<file path="src/rtl/instruction_fetch_queue.sv">
// Instruction fetch stage: owns instruction memory with a valid/ready loader port,
// runs IDLE/LOAD/RUN/HALT control and feeds decode through a small fetch FIFO.
module instruction_fetch_queue #(
    parameter int              SIZE            = 32,
    parameter int              MAX_INSTRUCTION = 64,
    parameter int              QUEUE_DEPTH     = 4,
    parameter logic [SIZE-1:0] HALT_OPCODE     = 32'hFFFFFFFF,
    localparam int             ADDR_WIDTH      = $clog2(MAX_INSTRUCTION)
) (
    input  logic                  i_clk,
    input  logic                  i_rst,
    input  logic                  i_start,
    input  logic                  i_load_start,
    input  logic                  i_load_valid,
    input  logic [SIZE-1:0]       i_load_data,
    output logic                  o_load_ready,
    input  logic                  i_load_done,
    output logic [ADDR_WIDTH:0]   o_load_count,
    input  logic                  i_redirect,
    input  logic [SIZE-1:0]       i_redirect_pc,
    output logic [SIZE-1:0]       o_instruction,
    output logic [SIZE-1:0]       o_pc,
    output logic [SIZE-1:0]       o_pc_plus4,
    output logic                  o_valid,
    input  logic                  i_ready,
    output logic [1:0]            o_state,
    output logic                  o_halted
);

    localparam int PTR_WIDTH = $clog2(QUEUE_DEPTH);
    localparam logic [ADDR_WIDTH:0]  LOAD_LIMIT  = (ADDR_WIDTH+1)'(MAX_INSTRUCTION);
    localparam logic [PTR_WIDTH+1:0] DEPTH_LIMIT = (PTR_WIDTH+2)'(QUEUE_DEPTH);
    localparam logic [SIZE-1:0]      PC_MASK     = SIZE'(MAX_INSTRUCTION * 4 - 1) & ~SIZE'(3);
    localparam logic [SIZE-1:0]      WORD_MASK   = ~SIZE'(3);

    typedef enum logic [1:0] {
        IDLE = 2'd0,
        LOAD = 2'd1,
        RUN  = 2'd2,
        HALT = 2'd3
    } state_t;

    state_t              state;
    logic [SIZE-1:0]     pc;
    logic [ADDR_WIDTH:0] load_count;
    logic [SIZE-1:0]     mem [MAX_INSTRUCTION];

    logic                rd_valid;
    logic [SIZE-1:0]     rd_data;
    logic [SIZE-1:0]     rd_pc;

    logic [SIZE-1:0]     q_instr [QUEUE_DEPTH];
    logic [SIZE-1:0]     q_pc    [QUEUE_DEPTH];
    logic [PTR_WIDTH-1:0] q_head;
    logic [PTR_WIDTH-1:0] q_tail;
    logic [PTR_WIDTH:0]  q_count;
    logic [PTR_WIDTH+1:0] in_use;

    logic load_fire, issue, push, pop, halt_seen;
    logic load_take, start_take, redirect_take, flush;

    // Sequential fetch keeps the upper PC bits at zero and wraps within memory.
    function automatic logic [SIZE-1:0] next_pc(input logic [SIZE-1:0] p);
        next_pc = (p + SIZE'(4)) & PC_MASK;
    endfunction

    assign o_load_ready = (state == LOAD) && (load_count < LOAD_LIMIT);
    assign load_fire    = o_load_ready && i_load_valid;

    // In-flight reads reserve a slot so a held-off consumer can never overrun.
    assign in_use    = {1'b0, q_count} + {{(PTR_WIDTH+1){1'b0}}, rd_valid};
    assign issue     = (state == RUN) && (in_use < DEPTH_LIMIT);
    assign push      = rd_valid;
    assign pop       = o_valid && i_ready;
    assign halt_seen = (state == RUN) && push && (rd_data == HALT_OPCODE);

    assign load_take     = i_load_start && (state == IDLE || state == HALT);
    assign start_take    = i_start && !i_load_start && (state == IDLE || state == HALT);
    assign redirect_take = i_redirect && ((state == RUN) ||
                           (state == HALT && !i_load_start && !i_start));
    assign flush         = load_take || start_take || redirect_take;

    // Memory and fetch data path carry no reset so program contents survive i_rst.
    always_ff @(posedge i_clk) begin
        if (load_fire && i_rst) begin
            mem[load_count[ADDR_WIDTH-1:0]] <= i_load_data;
        end
        if (issue) begin
            rd_data <= mem[pc[ADDR_WIDTH+1:2]];
        end
        if (push) begin
            q_instr[q_tail] <= rd_data;
            q_pc[q_tail]    <= rd_pc;
        end
    end

    always_ff @(posedge i_clk) begin
        if (!i_rst) begin
            state      <= IDLE;
            pc         <= '0;
            load_count <= '0;
            rd_valid   <= 1'b0;
            rd_pc      <= '0;
            q_head     <= '0;
            q_tail     <= '0;
            q_count    <= '0;
        end else begin
            rd_valid <= issue && !flush && !halt_seen;
            if (issue) begin
                rd_pc <= pc;
            end

            if (redirect_take) begin
                pc <= i_redirect_pc & WORD_MASK;
            end else if (start_take) begin
                pc <= '0;
            end else if (issue) begin
                pc <= next_pc(pc);
            end

            if (load_take) begin
                load_count <= '0;
            end else if (load_fire) begin
                load_count <= load_count + 1'b1;
            end

            if (flush) begin
                q_head  <= '0;
                q_tail  <= '0;
                q_count <= '0;
            end else begin
                if (push) q_tail <= q_tail + 1'b1;
                if (pop)  q_head <= q_head + 1'b1;
                case ({push, pop})
                    2'b10:   q_count <= q_count + 1'b1;
                    2'b01:   q_count <= q_count - 1'b1;
                    default: q_count <= q_count;
                endcase
            end

            case (state)
                IDLE: begin
                    if (load_take)       state <= LOAD;
                    else if (start_take) state <= RUN;
                end
                LOAD: begin
                    if (i_load_done) state <= IDLE;
                end
                RUN: begin
                    if (!redirect_take && halt_seen) state <= HALT;
                end
                HALT: begin
                    if (load_take)                         state <= LOAD;
                    else if (start_take || redirect_take) state <= RUN;
                end
                default: state <= IDLE;
            endcase
        end
    end

    assign o_valid       = (q_count != '0);
    assign o_instruction = o_valid ? q_instr[q_head] : '0;
    assign o_pc          = o_valid ? q_pc[q_head] : '0;
    assign o_pc_plus4    = next_pc(o_pc);
    assign o_state       = state;
    assign o_halted      = (state == HALT) && !o_valid;
    assign o_load_count  = load_count;

endmodule

</file>
<file path="config.mk">
export PLATFORM = sky130hd
export DESIGN_NAME = instruction_fetch_queue
export DESIGN_NICKNAME = d
export VERILOG_FILES = /design/src/rtl/instruction_fetch_queue.sv
export SDC_FILE = /design/constraint.sdc
export NUM_CORES = 2
export LEC_CHECK = 0
export CORE_UTILIZATION = 40
export DETAILED_ROUTE_END_ITERATION = 7
export PLACE_DENSITY_LB_ADDON = 0.05
export SLEW_MARGIN = 40
export SYNTH_ARGS = -nofsm -noshare
export SYNTH_HDL_FRONTEND = slang
export SYNTH_SLANG_ARGS = --single-unit
</file>
<file path="constraint.sdc">
create_clock -name i_clk -period 3.7 [get_ports i_clk]
set_input_delay 0.37 -clock i_clk [delete_from_list [all_inputs] [get_ports i_clk]]
set_output_delay 0.37 -clock i_clk [all_outputs]
set_load 0.1 [all_outputs]
</file>
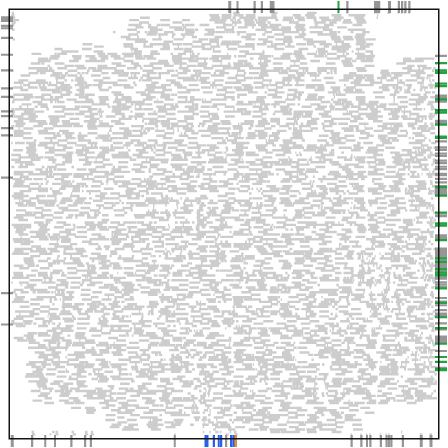
Fig. 1. I/O pins on the die edge.
Pins as bars across the die edge, other pins in grey.
o_load_count -> blue  # pins 7, direction output, edge bottom
o_pc -> green  # pins 32, direction output, edge 31 right, 1 top
i_load_valid -> orange  # pins 1, direction input, edge bottom

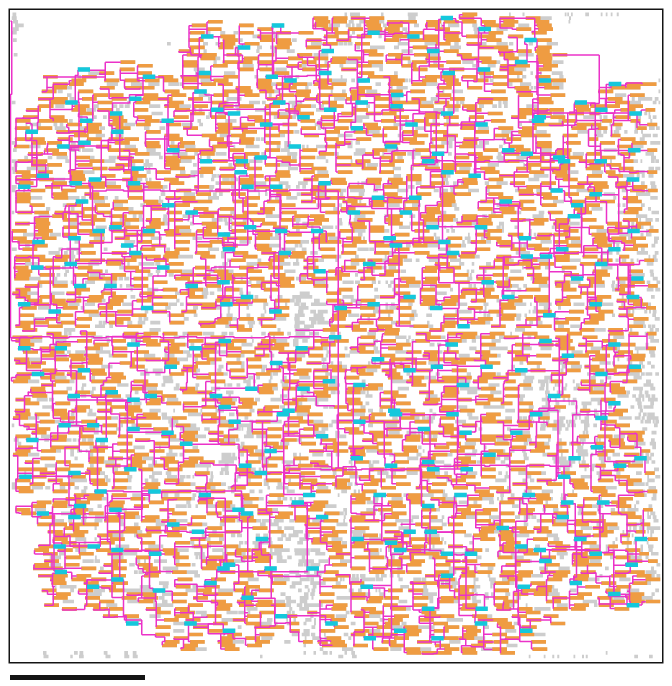
Fig. 2. Routed clock nets over the placement.
The bar under the picture is 100 um long.
clock-net drivers -> cyan  # count 283
clock wires -> magenta  # length 30.5 mm
flip-flops -> orange  # count 2407
flops lie = all over the die

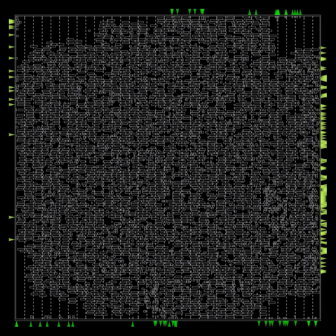
Fig. 3. Placed standard cells.
sequential cells: 2407
post-route insts no fill: 8299
post-layout util: 47.44%
layout filler cell count: 19250
standard-cell rows: 176

==> GITHUB_STEP_SUMMARY <==
## PnR job results

| Metric | Value |
|---|---|
| Status | finished, final reports clean |
| Total power | ~70 mW |
| Worst r2r path cells | 7 |
| Sequential cell fraction of total power | roughly 44% |
| Crit path cell chain | nor3_1 -> buf_4 -> inv_2 -> and2_1 -> nand3_1 -> or3_1 -> a21oi_1 -> buf_12 |
| Post-placement cell area | between 100000 and 150000 um2 |
| WP data arrival | between 3 and 4 ns |
| Critical path's largest stage delay | ~0.40 ns |
| Fraction of registers with async set/reset | 0% |
| Late-Pin Clk Latency | 0.93 ns |
| Fp_density | 40.27% |
| Slowest CP cell | dfxtp_1 |
| RSZ-0062 raised after global routing | false |
| Fmax | around 290 MHz |
| R2r setup slk | about 0.48 ns |
| Type of the worst setup path | flip-flop to primary output |
| Most frequent cells in the layout | 2328 x edfxtp_1, 411 x mux4_2, 347 x mux2i_1, 318 x buf_4, 290 x clkbuf_16 |
| Logic pwr share | about a fifth |
| Tool warnings | 37 |
| Critical path buffers and inverters | 3 |
| Via-to-Cell Ratio | about 5.7 |
| CTS Buffer Depth | 4 |
| Synthesized area | slightly above 90000 um2 |
| Internal power | between 50 and 60 mW |
| Avg Cell Area, Syn | between 20 and 25 um2 |
| Min Tclk post-route | 3.483 ns |
| Initial antenna violation count | 25 |
| CTS tree | built |
| Setup TNS after final layout | 0 ns |
| Cell Pwr Density | between 600 and 700 nW/um2 |
| Required time of the critical path | 3.33 ns |
| Cell family with most CP delay | simple AND/OR/NAND/NOR gates |
| Max FFs per register | approximately 2000 |
| Leak | 34.11 nW |
| Syn Inst Count | between 4000 and 5000 |
| Routability cong. | between 0.7 and 0.8 |
| Comb area share | a little under a fifth |
| AO/OA Area Share | under 10% |
| Routed Antenna Nets | 0 |
| Min-Delay Endpoint | mem[13][7]$_DFFE_PP_ |
| Unique cell types | 63 |
| Yosys synthesis chip area | ~93000 um2 |
| CTS sink count | between 2000 and 2500 |
| Non-clock buffer share | about 4.8% |
| Clock network power share | 37.0% |
| Crit Path Max Fanout | 22 |
| Seq/Total Area, Yosys | 77.14% |
| Yosys cell count | about 4600 |
| Net Sw Frac | 27.17% |
| Io pins | around 180 |
| Count of final hold-check violations | 0 |
| Initial DRC count | roughly 4600 |
| Comb area leader | multiplexers |
| Hold Crit Class | input port to flip-flop |
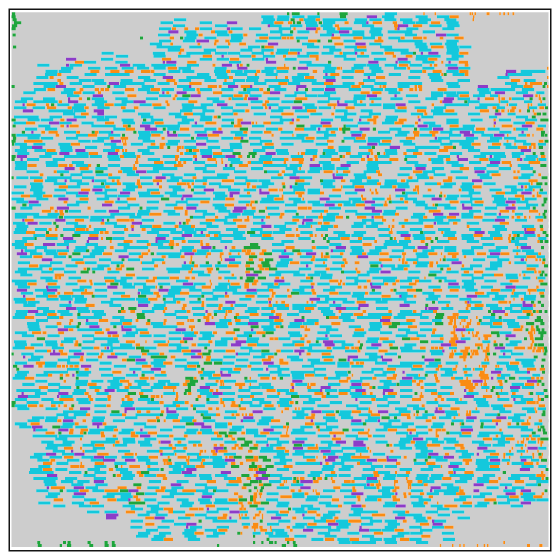
Fig. 4. Cells coloured by class.
Fill, decap, tap and diode cells in grey.
registers -> cyan  # cells 2407
remaining logic cells -> orange  # cells 1883
remaining buffers and delay cells -> green  # cells 507
clock drivers and dummy loads -> purple  # cells 468
finished layout cell area: 109200 um2
core area: 230100 um2
Seq area share: 65.51%

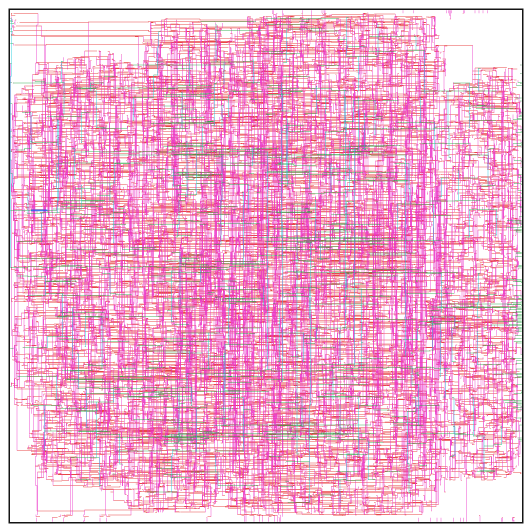
Fig. 5. Signal wires by layer.
M1 -> red  # wire length 121 mm
M5 -> blue  # wire length 13.8 um
M2 -> magenta  # wire length 133 mm
M4 -> cyan  # wire length 6130 um
M3 -> green  # wire length 13800 um
Total GRT Usage: 23.40%
Routed WL: 273.8 mm
drt wl/cell: 32.99 um
vias post-DR: 47030

## through the flow
step | hold slack [ns] | setup WS (ns)
after CTS | 0.01931 | 0.1075
after global routing | 0.01054 | 0.01625
after floorplan | 0.4323 | -0.4858
final | 0.04334 | 0.2170
after global placement | 0.4436 | 0.3537
after detailed placement | 0.4500 | 0.4981
## worst max-delay path by stage
stage | startpoint | to | depth (start not counted)
finish | q_count[0]$_SDFFE_PP0P_ | o_pc_plus4[7] | 8
global route | q_count[0]$_SDFFE_PP0P_ | o_pc_plus4[7] | 8
CTS | q_count[0]$_SDFFE_PP0P_ | o_pc_plus4[7] | 8
detailed placement | pc[2]$_SDFFE_PN0P_ | rd_data[31]$_DFFE_PP_ | 6
global placement | pc[2]$_SDFFE_PN0P_ | rd_data[3]$_DFFE_PP_ | 5
floorplan | q_count[0]$_SDFFE_PP0P_ | o_pc_plus4[6] | 9
## timing repair
action                                  CTS  global route
endpoints found under the setup margin    2             0
endpoints found under the hold margin   658             0
setup buffers                             1             0
hold buffers                             23             0
## power groups by stage
| stage | combinational [mW] | sequential [mW] | clock [mW] |
|---|---|---|---|
| CTS | 13.2 | 31.0 | 26.4 |
| detailed placement | 13.2 | 31.6 | 0 |
| global route | 13.8 | 31.0 | 27.4 |
| floorplan | 8.36 | 31.2 | 0 |
| global placement | 13.2 | 31.6 | 0 |
| finish | 13.1 | 31.0 | 25.8 |
## layer usage
metal | up-vias | global-route usage [%] | routed length, um
li1 | 19800 | - | -
met2 | 1320 | 38.39 | 132800
met1 | 25530 | 33.06 | 121100
met5 | - | 0 | 13
met4 | 2 | 5.615 | 6127
met3 | 382 | 3.196 | 13750
## synth_stat cells (all sizes together), types with 2 or more instances
cell / n / area share, %
o311ai: 7 / 0.066
a31oi: 9 / 0.061
a31o: 2 / 0.019
mux2i: 347 / 3.7
buf: 186 / 1.3
a21oi: 94 / 0.51
a221oi: 44 / 0.43
mux4: 411 / 10
nand3: 20 / 0.11
nand2: 187 / 0.76
or2: 3 / 0.020
xor2: 8 / 0.076
and3b: 2 / 0.019
a211oi: 57 / 0.46
nor2b: 20 / 0.14
o221a: 3 / 0.036
nand3b: 6 / 0.049
nor3: 14 / 0.076
nor4: 2 / 0.013
and3: 7 / 0.047
and2: 73 / 0.49
o22ai: 39 / 0.26
edfxtp: 2328 / 75
or3: 4 / 0.027
ha: 12 / 0.16
o221ai: 31 / 0.29
a32oi: 14 / 0.13
o21ai: 60 / 0.32
nor2: 128 / 0.52
xnor2: 5 / 0.047
inv: 15 / 0.061
a22o: 26 / 0.25
clkbuf: 110 / 0.45
or3b: 4 / 0.038
a22oi: 96 / 0.78
nand4: 11 / 0.074
dfxtp: 79 / 1.7
o211ai: 2 / 0.016
a32o: 4 / 0.043
o211a: 2 / 0.022
nand2b: 7 / 0.047
mux2: 50 / 0.61
a21o: 18 / 0.15
## kinds of logic after synthesis
kind of cell | Yosys count
other | 1
and+or+nand+nor | 489
buffers and inverters | 312
muxes | 808
DFF | 2407
adders and majority gates | 13
xor gates and xnor gates | 13
AOI/OAI and AO/OA | 516
Power and IR drop assume default switching activity.
